==> images/clock_wires.png <==
The bar under the picture is 20 um long.
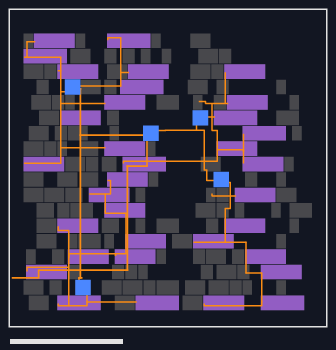
==> images/m2.png <==
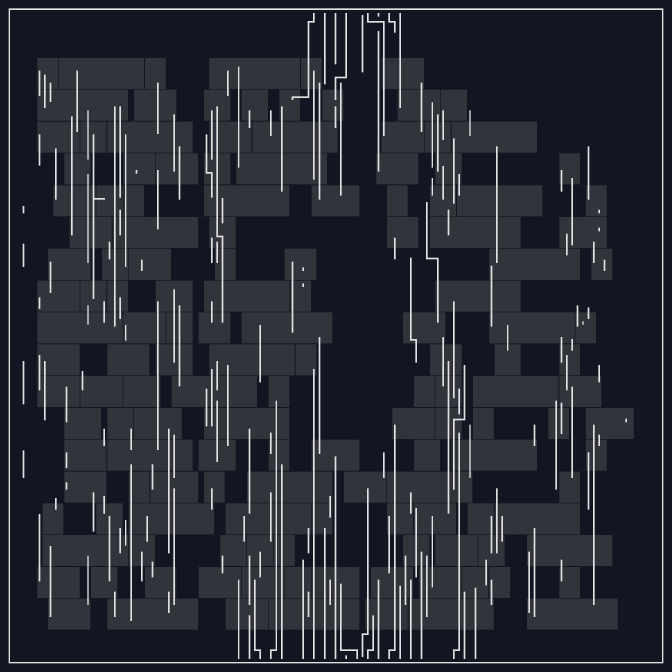
==> images/placed.png <==
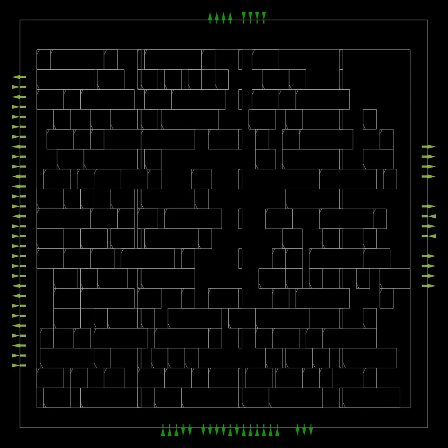
==> images/class_map.png <==
The bar under the picture is 20 um long.
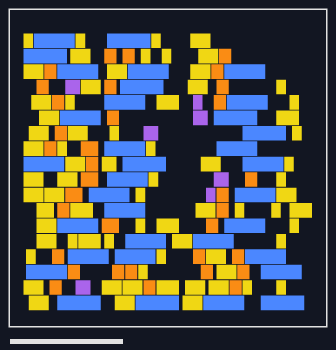
`src/rtl/adder_chk_delay.sv`:
```
// LATENCY-deep shift register of {vld, data} with synchronous reset.
//   clk, rst             : clock, synchronous active-high reset
//   src_vld, src_data    : expectation entering the line
//   dly_vld, dly_data    : expectation LATENCY cycles later
// LATENCY=0 is a combinational pass-through.
module adder_chk_delay #(
  parameter int LATENCY = 1,
  parameter int WIDTH   = 33
) (
  input  logic             clk,
  input  logic             rst,
  input  logic             src_vld,
  input  logic [WIDTH-1:0] src_data,
  output logic             dly_vld,
  output logic [WIDTH-1:0] dly_data
);

  if (LATENCY == 0) begin : g_pass
    logic unused_clk_rst;
    assign unused_clk_rst = clk ^ rst;
    assign dly_vld  = src_vld;
    assign dly_data = src_data;
  end else begin : g_pipe
    logic [LATENCY-1:0]            vld_reg;
    logic [LATENCY-1:0][WIDTH-1:0] data_reg;

    // No stall: every stage advances every cycle.
    always_ff @(posedge clk) begin
      if (rst) begin
        vld_reg  <= '0;
        data_reg <= '0;
      end else begin
        vld_reg[0]  <= src_vld;
        data_reg[0] <= src_data;
        for (int i = 1; i < LATENCY; i++) begin
          vld_reg[i]  <= vld_reg[i-1];
          data_reg[i] <= data_reg[i-1];
        end
      end
    end

    assign dly_vld  = vld_reg[LATENCY-1];
    assign dly_data = data_reg[LATENCY-1];
  end

endmodule

```
`config.mk`:
```
export PLATFORM = sky130hd
export DESIGN_NAME = adder_chk_delay
export DESIGN_NICKNAME = d
export VERILOG_FILES = /design/src/rtl/adder_chk_delay.sv
export SDC_FILE = /design/constraint.sdc
export NUM_CORES = 1
export LEC_CHECK = 0
export CAP_MARGIN = 20
export CORE_MARGIN = 2
export CORE_UTILIZATION = 35
export CTS_CLUSTER_SIZE = 24
export DETAILED_ROUTE_END_ITERATION = 8
export HOLD_SLACK_MARGIN = 0.15
export PLACE_DENSITY = 0.85
export SYNTH_ARGS = -nofsm -noshare
export SYNTH_HDL_FRONTEND = slang
export SYNTH_SLANG_ARGS = --single-unit
```
`constraint.sdc`:
```
create_clock -name clk -period 0.8 [get_ports clk]
set_clock_uncertainty 0.15 [all_clocks]
set_input_delay 0.08 -clock clk [delete_from_list [all_inputs] [get_ports clk]]
set_output_delay 0.08 -clock clk [all_outputs]
set_load 0.005 [all_outputs]
```
==> impl_metrics.csv <==
group,metric,value,unit
synthesis,synthArstFlopShare,0,%
synthesis,synthTopCellsByCount,"34 x dfxtp_1, 30 x nor2b_1, 4 x and2b_2",
cells_and_area,comb_share,14.1,%
clock_network,postCtsSetupBuffers,0,
place,hpwl,1530,um
place,placed_area,0.00165,mm2
min_path,worstHoldEndpoint,"dly_data[32]$_SDFF_PP0_",
global_routing,antenna_found_initial,0,
synthesis,mux_share,0,%
cells_and_area,nets,182,
global_routing,use_met3,9.53,%
critical_path,crit_path_start_kind,"flip-flop",
floorplanning,fp.dieH,55.7,um
global_routing,first_global_vias,745,
min_path,hp-start,"rst",
timing,rsz0062_at_grt,"true",
run_status,violations,"setup timing",
synthesis,ys.warnings.count,0,
critical_path,endpoint,"dly_data[3]",
global_routing,use_met1,11.4,%
power,leakage,0.000721,uW
global_routing,grt_pass1_wl,3110,um
synthesis,ys_top_logic_family,"simple AND/OR/NAND/NOR gates",
clock_network,clockRootBuffer,"clkbuf_4",
place,dp_slack,-0.406,ns
route,maxUsedRoutingLayer,"met4",
cells_and_area,final-seq-area,692,um2
power,comb_power_share,12.4,%
global_routing,grtUsageMet2,22.1,%
route,wl_met2,946,um
floorplanning,io_pins,70,
synthesis,synthCells,71,
route,routedLengthMet1,590,um
power,switching_share,21.1,%
synthesis,synth_cell_types,4,
synthesis,syn_area,937,um2
place,dp.cells,169,
timing,period_used_share,123,%
cells_and_area,inverters,0,
power,pg_seq,1810,uW
timing,tns,-5.85,ns
cells_and_area,layout_top_cell,"clkdlybuf4s50_1",
synthesis,synth_adder_area_share,0,%
power,p_int,2380,uW
route,wl_met3,291,um
timing,setup_violations,34,
global_routing,grt.overflow.total,0,
critical_path,timing.critical_path.cells,"buf_6",
synthesis,xor_share,0,%
timing,fin_ws,-0.188,ns
run_status,outcome,"finished with violations",
synthesis,edf_count,0,
timing,worst_pin_slew,0.175,ns
global_routing,grt.total_usage,13.6,%
route,wire_per_inst,10.7,um
synthesis,yosysCellCount,71,
synthesis,ff_type,"dfxtp_1",
route,ant_nets,0,
clock_network,cts_buffers,5,
power,power_density,1910,mW/mm2
timing,timing.final.hold_violations,0,
power,powerClk,828,uW
clock_network,h-tree-depth,2,
cells_and_area,final_cells,176,
critical_path,worstPathArrival,0.76,ns
global_routing,grt_busiest_layer,"met2",
synthesis,area_leaders,"dfxtp_1 73%, nor2b_1 20%, and2b_2 3.7%",
power,p_total,3010,uW
cells_and_area,largest_cell_class,"flip-flops and latches",
route,via_per_inst,4.24,
critical_path,endpoint_kind,"output port",
cells_and_area,multiInputCombCellCount,34,
cells_and_area,fill_cells,212,
power,comb_power,375,uW
timing,slew_headroom,88.4,%
clock_network,cts_tree,"built",
synthesis,synth_seq_share,72.6,%
cells_and_area,layout.nonclk_buf_share,36.5,%
critical_path,crit_family,"flip-flops",
cells_and_area,layout-drive-gt1-share,38.4,%
global_routing,grt_max_degree,17,
route,wirelength,1880,um
cells_and_area,clockBufferCount,5,
cells_and_area,nNonClkBuffers,71,
cells_and_area,largest_reg_flops,33,
critical_path,cp.depth,1,
power,seqPwrFrac,60.1,%
Back to the opening pictures, clock_wires.png:
purple -> flip-flops  # count 34
orange -> clock wires  # length 368 um
blue -> clock-net drivers  # count 5
routed clock nets = 6
flops lie = spread over the die

Back to the opening pictures, m2.png:
longest straight run = 24.6 um
main direction = vertical
wire length on this layer = 946 um
nets with wire on the layer = 162
share of all routed wire = 50%

Back to the opening pictures, placed.png:
Flops: 34
Tapcell Cnt: 30
num rows: 18
Core Area: 0.00250 mm2
sequential share of cell area: 43.9%

Back to the opening pictures, class_map.png:
blue -> sequential cells  # cells 34, share of their area 45%
purple -> clock drivers and dummy loads  # cells 7, share of their area 3.1%
orange -> remaining logic cells  # cells 34, share of their area 14%
yellow -> remaining buffers and delay cells  # cells 71, share of their area 37%

No activity file was given, so power comes from the tool's default toggle rates.
